--- config.mk ---
export PLATFORM = sky130hd
export DESIGN_NAME = cache_mem_arbiter
export DESIGN_NICKNAME = d
export VERILOG_FILES = /design/src/rtl/cache_mem_arbiter.sv
export SDC_FILE = /design/constraint.sdc
export NUM_CORES = 1
export LEC_CHECK = 0
export CELL_PAD_IN_SITES_DETAIL_PLACEMENT = 1
export CELL_PAD_IN_SITES_GLOBAL_PLACEMENT = 1
export CORE_MARGIN = 4
export CORE_UTILIZATION = 30
export DETAILED_ROUTE_END_ITERATION = 10
export PLACE_DENSITY_LB_ADDON = 0.1
export SETUP_SLACK_MARGIN = 0.4
export SYNTH_ARGS = -nofsm -noshare
export SYNTH_HDL_FRONTEND = slang
export SYNTH_SLANG_ARGS = --single-unit
--- constraint.sdc ---
create_clock -name CLK -period 2.2 [get_ports CLK]
set_clock_uncertainty 0.2 [all_clocks]
set_input_delay 0.22 -clock CLK [delete_from_list [all_inputs] [get_ports CLK]]
set_output_delay 0.22 -clock CLK [all_outputs]
set_load 0.05 [all_outputs]
--- src/rtl/cache_mem_arbiter.sv ---
// Arbitrates the icache and dcache onto one RAM port. Build with ARB_FAIR_EN to alternate
// grants under contention; without it the dcache always wins.
module cache_mem_arbiter (
  input  logic        CLK,
  input  logic        nRST,
  input  logic        iREN_i,
  input  logic [31:0] iaddr_i,
  output logic        iwait_o,
  output logic [31:0] iload_o,
  input  logic        dREN_i,
  input  logic        dWEN_i,
  input  logic [31:0] daddr_i,
  input  logic [31:0] dstore_i,
  output logic        dwait_o,
  output logic [31:0] dload_o,
  output logic        ramREN_o,
  output logic        ramWEN_o,
  output logic [31:0] ramaddr_o,
  output logic [31:0] ramstore_o,
  input  logic [31:0] ramload_i,
  input  logic [1:0]  ramstate_i
);

  typedef logic [31:0] word_t;

  localparam logic [1:0] RamAccess = 2'd2;
  localparam logic [1:0] RamError  = 2'd3;

  typedef enum logic [1:0] {StIdle, StIgnt, StDgnt} state_e;

  state_e state_q, state_d;
  word_t  iaddr_q, iaddr_d;
  word_t  daddr_q, daddr_d;
  word_t  dstore_q, dstore_d;
  logic   dwen_q, dwen_d;
  logic   d_req;
  logic   i_first;

  assign d_req = dREN_i | dWEN_i;

`ifdef ARB_FAIR_EN
  logic last_d_q, last_d_d;

  // Under contention the icache goes first only if the dcache won last time.
  assign i_first = iREN_i & last_d_q;

  always_ff @(posedge CLK or negedge nRST) begin
    if (!nRST) begin
      last_d_q <= 1'b0;
    end else begin
      last_d_q <= last_d_d;
    end
  end
`else
  assign i_first = 1'b0;
`endif

  always_ff @(posedge CLK or negedge nRST) begin
    if (!nRST) begin
      state_q  <= StIdle;
      iaddr_q  <= '0;
      daddr_q  <= '0;
      dstore_q <= '0;
      dwen_q   <= 1'b0;
    end else begin
      state_q  <= state_d;
      iaddr_q  <= iaddr_d;
      daddr_q  <= daddr_d;
      dstore_q <= dstore_d;
      dwen_q   <= dwen_d;
    end
  end

  always_comb begin
    state_d    = state_q;
    iaddr_d    = iaddr_q;
    daddr_d    = daddr_q;
    dstore_d   = dstore_q;
    dwen_d     = dwen_q;
    ramREN_o   = 1'b0;
    ramWEN_o   = 1'b0;
    ramaddr_o  = '0;
    ramstore_o = '0;
    iwait_o    = 1'b1;
    iload_o    = '0;
    dwait_o    = 1'b1;
    dload_o    = '0;
`ifdef ARB_FAIR_EN
    last_d_d   = last_d_q;
`endif

    unique case (state_q)
      StIdle: begin
        if (d_req && !i_first) begin
          state_d  = StDgnt;
          daddr_d  = daddr_i;
          dstore_d = dstore_i;
          dwen_d   = dWEN_i;
        end else if (iREN_i) begin
          state_d = StIgnt;
          iaddr_d = iaddr_i;
        end
      end
      StIgnt: begin
        ramREN_o  = 1'b1;
        ramaddr_o = iaddr_q;
        // A dropped request is an abort and wins over a simultaneous RAM response.
        if (!iREN_i) begin
          state_d = StIdle;
        end else if (ramstate_i == RamAccess) begin
          iwait_o = 1'b0;
          iload_o = ramload_i;
          state_d = StIdle;
`ifdef ARB_FAIR_EN
          last_d_d = 1'b0;
`endif
        end else if (ramstate_i == RamError) begin
          state_d = StIdle;
        end
      end
      StDgnt: begin
        ramREN_o   = ~dwen_q;
        ramWEN_o   = dwen_q;
        ramaddr_o  = daddr_q;
        ramstore_o = dstore_q;
        if (!d_req) begin
          state_d = StIdle;
        end else if (ramstate_i == RamAccess) begin
          dwait_o = 1'b0;
          dload_o = ramload_i;
          state_d = StIdle;
`ifdef ARB_FAIR_EN
          last_d_d = 1'b1;
`endif
        end else if (ramstate_i == RamError) begin
          state_d = StIdle;
        end
      end
      default: state_d = StIdle;
    endcase
  end

endmodule
### Clock distribution, run 1

The bar under the picture is 50 um long.
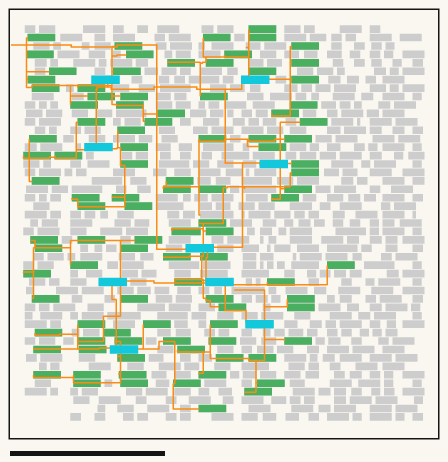
[clock-net drivers] cyan | count: 9
[flip-flops] green | count: 99
[clock wires] orange | length: 1,350 um
routed clock nets: 10
clock network power: 0.00194 W
proportion of power drawn by the clock network: 12.1%
Insertion Delay late pin: 0.35 ns

### Track usage over the die, run 1

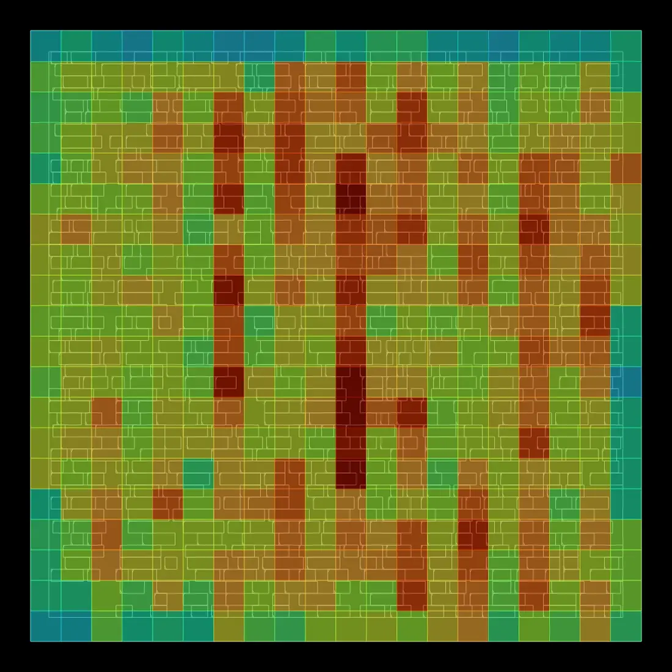
global routing usage on met2: 45.2%
M1 GR Usage: 28.8%
GR Util met3: 8.25%

### Wiring by layer, run 1

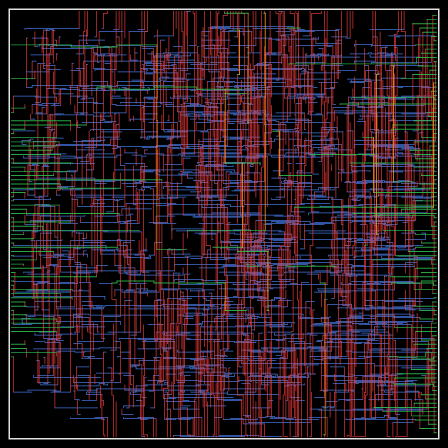
| layer | colour | wire length |
|---|---|---|
| M1 | blue | 9,710 um |
| M3 | green | 1,800 um |
| M2 | red | 13,500 um |
| M4 | orange | 475 um |
wire per inst: 27.0 um
final wirelength: 25.5 mm
total number of vias: 4,694
aggregate global-route resource usage: 25.1%

### Power grid, run 1

The bar under the picture is 50 um long. Pins as bars on the die edge.
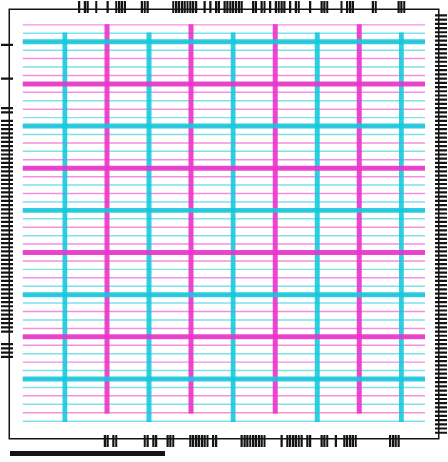
| net | colour |
|---|---|
| VDD | magenta |
| VSS | cyan |
met4 straps: 9
rows: 47
signal pins: 267
met5 straps: 9

==> run notes, run 1 <==
Implementation results

The run finished, with violations left. The final reports fail on setup timing. The synthesized design contains 99 register bits. In this run the critical register-to-register path is launched from state_q[0]$_DFFE_PN0P_.

The inverter tally of the final layout excluding the clock network is 4. The worst flop-to-flop path endpoint is dstore_q[23]$_DFFE_PN0P_. The setup slack of the critical path after layout is -0.0869 ns. The number of flip-flops and latches is a little under 100.

around 270 I/O pins were placed. The maximum vdd drop is 0.896 mV. The switching power of the nets is approximately 0.0062 W.

The fraction of synthesized cell area taken by the top area cell type is about half. The worst path required time is 1.78 ns. The DRC violation count after routing is 0.

The total number of yosys warnings is 0. In the Yosys report, the sequential cells make up 48.8% of the chip area. The flip-flop and latch share of the layout cell area is 21.5%. In this run the clock root is driven by a clkbuf_16.

The highest-count logic cell in the final layout is buf_12. For the finished layout, the period the worst path requires is 2.29 ns. Setup repair after global routing could not meet its margin everywhere. In this run the worst setup path begins at state_q[0]$_DFFE_PN0P_. The number of clock sinks came to 99.

The number of post-CTS setup repair buffers is 15. The area occupied by registers is ~2500 um2. For reference, the mux area share after synthesis is a little under a quarter.

The layout report lists the non-clock buffer share of cell area as a little over two fifths. The multi-input logic portion of the cell area is 29.6%. The switching portion of total power comes to 38.7%. In the finished design, the share of the clock period the worst path needs comes to 104%. For this run, the final setup violation count is recorded as 72. The total met3 wirelength after detailed routing is 1.80 mm. The most frequent cell after synthesis is dfrtp_1.

The total half-perimeter wirelength after legalization and detailed placement is around 15 mm. The max-slew violation count is 0. On the reported timing paths, the clock transition at the registers reads 0.07 ns.

Per the layout area report, the combinational gate area comes to 3410 um2. The peak clock frequency supported by timing is 0.437 GHz. After clock tree synthesis, the flow added hold-fix buffers numbering 1. After layout, the design draws a total of 0.0161 W. The largest part of the power goes to combinational cells. The area of the synthesized netlist per yosys stat is 5080 um2. The post-CTS resize count is 109. The fraction of final layout cells with drive strength greater than 1 is approximately 66%.

The async set-or-reset flop fraction in the synthesized netlist is 100%. Per the summary, power density relative to cell area is between 1000 and 1500 nW/um2. The clock H-tree reported by CTS has 3 levels. Dividing the synthesized area by the synthesized cell count gives about 12 um2.

The synthesis report lists the most area-consuming cells as dfrtp_1 49%, mux2_2 15%, mux2_4 8.9%. Per the CTS log, the buffer count on the longest clock path is 2. The die footprint is around 19,000 um2. Of the total synthesized cell area, the portion taken by AND, OR, NAND and NOR gates is 17.4%. Synthesis produced a netlist with a net count of 556. In this run the vertical extent of the chip is around 140 um. Between the synthesized netlist and the finished layout, the area growth was recorded as 128%. The cell type contributing the most total cell area after synthesis is dfrtp_1. The largest registers in the layout are daddr_q (32), dstore_q (32), iaddr_q (32). The timing endpoint of the critical path is dload_o[18]. The count of nets left with antenna violations after detail routing is 0. The cell total in the yosys stat output is 417. The fraction of area in clock buffers and inverters is 3.15%. The count of maximum capacitance violations is 0. The number of antenna violations at the first check in global routing was 0. The number of tapcells is 220. In the per-layer breakdown of the detailed-route log, met1 shows 9.71 mm. Per the placement log, port buffering inserted approximately 270 buffers.
[run 1: stage by stage]
| step | util, % | setup TNS [ns] | cells | hold slack (ns) |
|---|---|---|---|---|
| after floorplan | - | 0 | 417 | -0.276 |
| after global placement | 59.3 | 0 | 884 | -0.132 |
| after detailed placement | 59.3 | 0 | 884 | -0.134 |
| after CTS | 67.7 | -0.145 | 933 | 0.0597 |
| after global routing | 69.7 | -8.06 | 945 | 0.0726 |
| final | 69.7 | -3.45 | 945 | 0.0570 |
[run 1: worst max-delay path, cell delays in order, from the launching register on]
cell and delay [ns]:
dfrtp_1 0.41, inv_2 0.10, ha_4 0.18, o21a_4 0.21
buf_6 0.14, buf_12 0.11, and3_4 0.21, buf_12 0.14
## Run 2: what changed since run 1
--- a/config.mk
+++ b/config.mk
@@ -5,11 +5,13 @@
 export SDC_FILE = /design/constraint.sdc
 export NUM_CORES = 1
 export LEC_CHECK = 0
+export CAP_MARGIN = 0
 export CELL_PAD_IN_SITES_DETAIL_PLACEMENT = 1
 export CELL_PAD_IN_SITES_GLOBAL_PLACEMENT = 1
 export CORE_MARGIN = 4
 export CORE_UTILIZATION = 30
 export DETAILED_ROUTE_END_ITERATION = 10
+export GPL_ROUTABILITY_DRIVEN = 0
 export PLACE_DENSITY_LB_ADDON = 0.1
 export SETUP_SLACK_MARGIN = 0.4
 export SYNTH_ARGS = -nofsm -noshare
### Power grid, run 2

The bar under the picture is 50 um long. Pins as bars on the die edge.
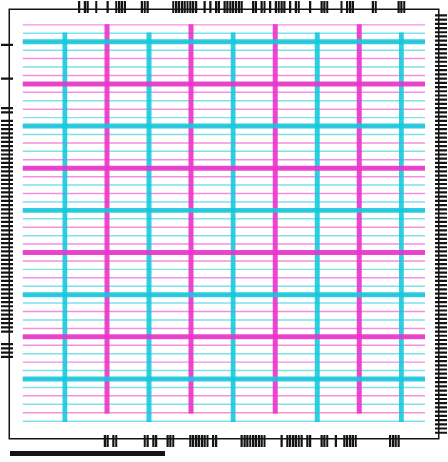
| net | colour |
|---|---|
| VDD | magenta |
| VSS | cyan |
met4 straps: 9
signal pins: 267
met5 straps: 9
rows: 47
Die Ht: 138 um
peak ir drop on the vdd network: 0.896 mV
floorplan core area: 16,600 um2
Die X: 138 um

### Wiring by layer, run 2

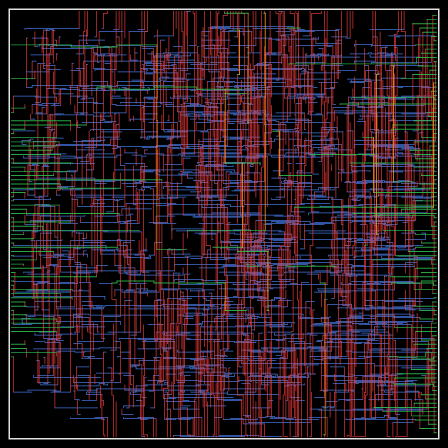
| layer | colour | wire length |
|---|---|---|
| M3 | green | 1,800 um |
| M4 | orange | 475 um |
| M1 | blue | 9,710 um |
| M2 | red | 13,500 um |

==> run 2 against run 1 <==
Against the previous run: the flow still finishes with violations (setup timing); maximum frequency is the same; final cell count is the same; synthesized cell count is the same; clock power is essentially flat; hold slack is the same; critical path depth is the same; critical endpoint unchanged; die area is the same; via count is the same; utilization is the same.
==> run notes, run 2 <==
Implementation results

The power density normalized to cell area is ~1400 nW/um2. Along the critical path, the tally of buffer and inverter instances is 4. Counting pins that exceed their max-slew limit in the final report gives 0. The first global-routing pass estimated 36.9 mm of wire.

The total met3 wirelength after detailed routing is roughly 1.8 mm. The type of the tightest min-delay check is input pin to asynchronous set/reset pin. Walking the worst path, the cells encountered are inv_2 > ha_4 > o21a_4 > buf_6 > buf_12 > and3_4 > buf_12. The die footprint is 19,100 um2.

Per the OpenROAD power report, switching power amounts to 0.00622 W. From synthesis to final layout, the design area changed by 128%. The total power is 0.0161 W. The worst flop-to-flop path endpoint is dstore_q[23]$_DFFE_PN0P_.

Across all setup checks in the final design, the least slack found is -0.0869 ns. The cell internal power dissipation is 0.00986 W. The highest-count logic cell in the final layout is buf_12. For reference, the clock transition at the flip-flops on the worst setup and hold paths is 0.07 ns.

The mean instance size in the synthesized netlist is between 10 and 15 um2. The synthesis report lists the Yosys warning total as 0. Nets still carrying antenna violations after routing amount to 0.

The async set-or-reset flop fraction in the synthesized netlist is 100%. The area of the synthesized netlist per yosys stat is 5080 um2. The maximum fanout along the worst path is 5. The synthesized design spends more area on one cell type than any other, namely dfrtp_1. The cell with the biggest individual delay on the critical path is dfrtp_1. The minimum clock period is around 2.3 ns. The clock network accounts for 12.1% of the total power. The timing endpoint of the critical path is dload_o[18]. Net switching is 38.7% of the power. The data arrival at the endpoint of the critical path is 1.87 ns. Per STA, the library cell used most along the worst path is buf_12. The number of clock sinks came to 99. The flow ran to the end, but the final reports show violations. The clock tree synthesis step divided the H-tree into 3 levels. Wires add up to 25.5 mm. The synth_stat.txt file lists the number of cells as 417. During tapcell insertion the tool placed 220 well taps. For this run the detailed placement stage logged an HPWL of 14.9 mm. Post-route period utilization is reported as 104%.

The script parses the final routing iteration and logs DRC violations as 0. Of the total standard cell area in the layout, the multi-input combinational portion is a little under 30%. The number of cells on the worst reg-to-reg path is 9.

For this run, the number of standard cells in the final layout without fillers is 945. Per STA, the highest per-stage delay on the worst path measures 0.41 ns. In this build the clock could be raised as far as ~0.44 GHz. The routed wire length per instance is 27.0 um. The post-CTS resize count is about 110. The checks that failed: setup timing.

The hold-fix buffer count after cts is 1. The number of port buffers is roughly 270. The fraction of area in clock buffers and inverters is 3.15%. The topmost layer with routed signal wires is met4. The number of gates on the worst path with buffers counted is 7.

Global routing consumed, over all layers together, ~25% of the routing resources. The worst-skew pair later-pin latency is 0.35 ns. Yosys reported a register bit count of 99. The share of final layout cell area taken by non-clock buffers is 43.3%. The register share after synthesis is between 40% and 50%.

The number of flip-flops and latches is just under 100. In the final layout, the registers with the most flip-flops are daddr_q (32), dstore_q (32), iaddr_q (32). The number of antenna violations at the first check in global routing is 0. The length of routed wiring on met1 is 9.71 mm.

The startpoint of the worst register-to-register path is state_q[0]$_DFFE_PN0P_. No sink is reached through more buffers than the 2 on the longest clock path. The number of top-level design ports is 267. The net count after synthesis is 556. STA puts the critical path data required time at 1.78 ns.

The final timing report counts setup violations totalling 72. The flip-flop and latch share of the layout cell area is 21.5%. The tightest hold path in the finished design has a slack of between 0.05 and 0.06 ns. Per the repair_timing log after CTS, setup buffers inserted total 15. The post-route netlist has 65.9% of its cells at a drive strength greater than 1. OpenSTA lists the critical path startpoint as state_q[0]$_DFFE_PN0P_. By area the synthesized netlist is led by dfrtp_1 49%, mux2_2 15%, mux2_4 8.9%. The run reported a max-capacitance violation count of 0. Setup repair after global routing could not meet its margin everywhere.

The largest delay contributor family on the critical path is buffers and inverters. In the final layout, the multi-input gates occupy 3410 um2. The number of placed instances with taps included is 884.

In this run the clock root is driven by a clkbuf_16. The most frequent cell after synthesis is dfrtp_1. The number of combinational gates with multiple inputs is approximately 280.
### Track usage over the die, run 2

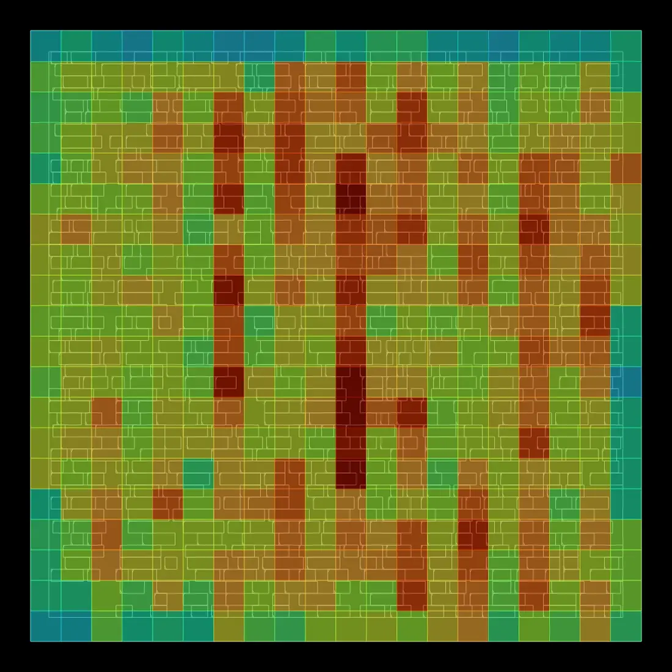
core utilization of the finished layout: 69.7%
GRT busiest layer: met2

-- run 2: power groups by stage --
stage	registers, W	clock network [W]	logic (W)
after detailed placement	0.00327	0	0.00855
after global placement	0.00316	0	0.00841
after global routing	0.00356	0.00207	0.0111
final	0.00344	0.00194	0.0107
after CTS	0.00335	0.00197	0.0102
after floorplan	0.00308	0	0.00503
-- run 2: metal layers --
metal / vias to the layer above / global-route usage, %
met1: 2397 / 28.8
met3: 28 / 8.25
li1: 2073 / -
met4: 0 / 6.29
met5: - / 0
met2: 196 / 45.2
-- run 2: logic make-up after synthesis --
kind of cell               count (synthesis)  synth area share (%)
muxes                                     96                  23.5
adders and majority gates                  4                 0.986
buffers and inverters                     38                  3.80
AOI/OAI and AO/OA                         38                  5.52
DFF                                       99                  48.8
and+or+nand+nor                          142                  17.4
### Clock distribution, run 2

The bar under the picture is 50 um long.
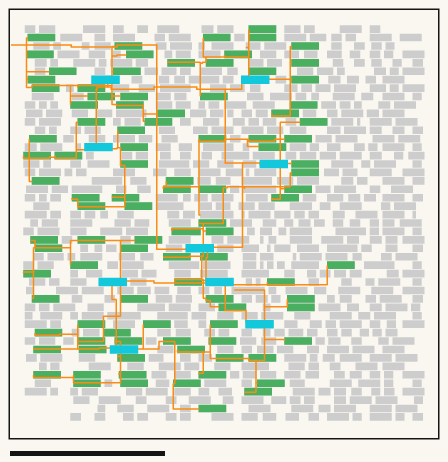

## Run 3: what changed since run 2
--- a/config.mk
+++ b/config.mk
@@ -8,12 +8,14 @@
 export CAP_MARGIN = 0
 export CELL_PAD_IN_SITES_DETAIL_PLACEMENT = 1
 export CELL_PAD_IN_SITES_GLOBAL_PLACEMENT = 1
+export CORE_ASPECT_RATIO = 2
 export CORE_MARGIN = 4
 export CORE_UTILIZATION = 30
 export DETAILED_ROUTE_END_ITERATION = 10
 export GPL_ROUTABILITY_DRIVEN = 0
 export PLACE_DENSITY_LB_ADDON = 0.1
 export SETUP_SLACK_MARGIN = 0.4
+export SLEW_MARGIN = 15
 export SYNTH_ARGS = -nofsm -noshare
 export SYNTH_HDL_FRONTEND = slang
 export SYNTH_SLANG_ARGS = --single-unit
### Clock distribution, run 3

The bar under the picture is 20 um long.
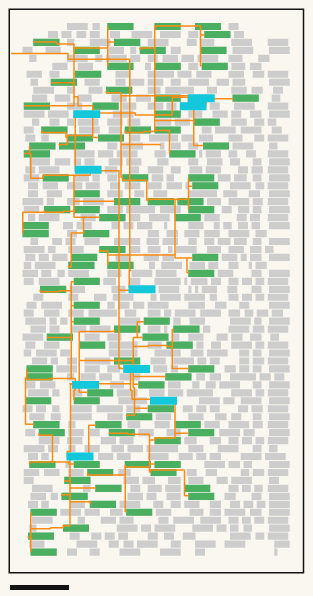
[clock wires] orange | length: 1,440 um
[flip-flops] green | count: 99
[clock-net drivers] cyan | count: 9
routed clock nets: 10
proportion of power drawn by the clock network: 10.9%
clock network power: 0.00170 W

### Power grid, run 3

The bar under the picture is 20 um long. Pins as bars on the die edge.
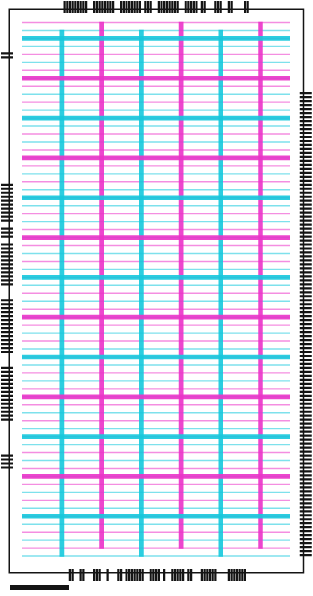
| net | colour |
|---|---|
| VDD | magenta |
| VSS | cyan |
rows: 67
met4 straps: 6
met1 rails: 68
met5 straps: 13
Die X: 100 um
floorplan core area: 16,700 um2
Die Ht: 192 um
peak ir drop on the vdd network: 1.09 mV

### Cell classes on the final placement, run 3

The bar under the picture is 20 um long.
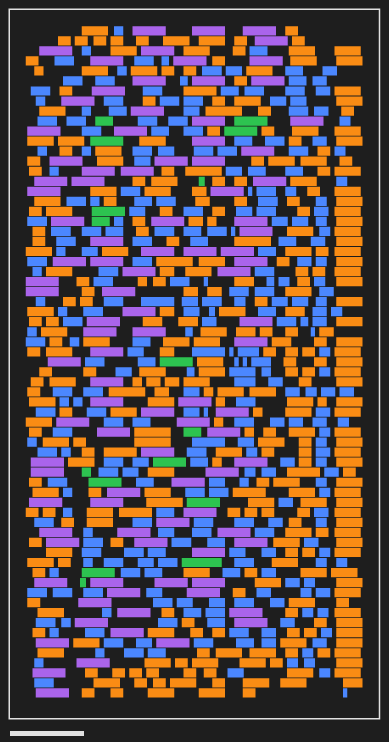
| class | colour | cells | share of their area |
|---|---|---|---|
| remaining logic cells | blue | 288 | 31% |
| remaining buffers and delay cells | orange | 320 | 44% |
| clock drivers and dummy loads | green | 16 | 2.8% |
| registers | purple | 99 | 22% |

==> run 3 against run 2 <==
Against the previous run: the run still ends with setup timing left; hold slack better by 0.11 ns; sequential power hardly changed; clock-buffer cell count is 2 higher; combinational power hardly changed; flip-flop count stayed put; non-clock buffer count is 3 lower; die area is 0.66% higher.
==> run notes, run 3 <==
Implementation results

The STA report counts the stages on the worst setup path as 6. The count of non-filler cells in the finished layout is 932. The final setup violation count is 65. The final timing report derives a shortest allowable period of 2.24 ns.

The synthesized netlist net count is between 500 and 600. Wire segments on met3 add up to approximately 1.5 mm in the final route. Summing all multi-input logic gate instances after layout gives 3450 um2. The flow ran to the end, but the final reports show violations. Global routing put the most usage on met2.

Measured on the finished design, the core utilization comes to 68.3%. The switching power of the nets is 0.00613 W. The register clock-pin slew on the reported worst setup and hold paths is 0.07 ns.

The number of cells on the worst reg-to-reg path is 7. The flow measured a signed area growth from synthesis to layout of 124%. The cell internal power dissipation is between 0.009 and 0.01 W. The async set-or-reset flop fraction in the synthesized netlist is 100%. Across all setup checks in the final design, the least slack found is -0.0410 ns. Summed over all nets, the half-perimeter wirelength after detailed placement is roughly 15 mm. The flip-flop and latch share of the layout cell area is between 20% and 30%.

Setup repair after global routing could not meet its margin everywhere. The register share after synthesis is slightly below 50%. The highest-count logic cell in the final layout is buf_12. Counting flops and latches in the post-synthesis netlist gives 99. Counting tap cells, the placed design contains a total of 876 instances. The launch point of the worst register-to-register path is recorded as state_q[1]$_DFFE_PN0P_. The flow reports an fmax of 0.446 GHz. Routing resource usage on met3 recorded by global route was under 10%. The tree is rooted in a clkbuf_16. After detailed routing, the wire length on met1 is 7.80 mm. In this run the critical register-to-register path is captured at state_q[0]$_DFFE_PN0P_. The total number of yosys warnings is 0. The count of H-tree levels built during CTS is 3. The chip occupies 19,200 um2. According to the I/O placement log, the pin count is ~270. Of all cell types, the one taking the most synthesized area is dfrtp_1.

The tool flagged a number of max-cap violations equal to 0. The first global-routing pass estimated 33.6 mm of wire. The cell with the biggest individual delay on the critical path is dfrtp_1. The sequential power reported by the tool is 0.00343 W. The type of the tightest min-delay check is input pin to asynchronous set/reset pin. The final reports fail on setup timing.

The number of tapcells is 207. The DRC violation count after routing is 0. The fraction of synthesized cell area taken by the top area cell type is approximately 50%. The power dissipated in combinational cells is 0.0105 W.

The number of port buffers is 266. Per the detail_route log, the uppermost layer with routed signals is met4.
[run 3: cell counts after synthesis]
No cell type changed its count.
[run 3: timing repair]
action                     4_1_cts  5_1_grt
hold buffers                     1        0
setup endpoints to repair      230      230
gates cloned                    12        5
hold endpoints to repair        30        0
pin swaps                       26        7
gates resized                  107       49
setup buffers                   14        6
[run 3: metrics by stage]
step                      area, um2  power (W)  hold WS [ns]
after floorplan                5610    0.00811        -0.276
after global routing          11400     0.0163         0.214
final                         11400     0.0156         0.166
after global placement         9870     0.0116      -0.00192
after detailed placement       9870     0.0119        0.0166
after CTS                     11000     0.0150         0.174
[run 3: logic make-up after synthesis]
kind of cell	synth area share, %
fa+ha+maj	0.986
buf+inv	3.80
mux	23.5
flops	48.8
simple gates	17.4
compound gates	5.52
Power and IR drop assume default switching activity.
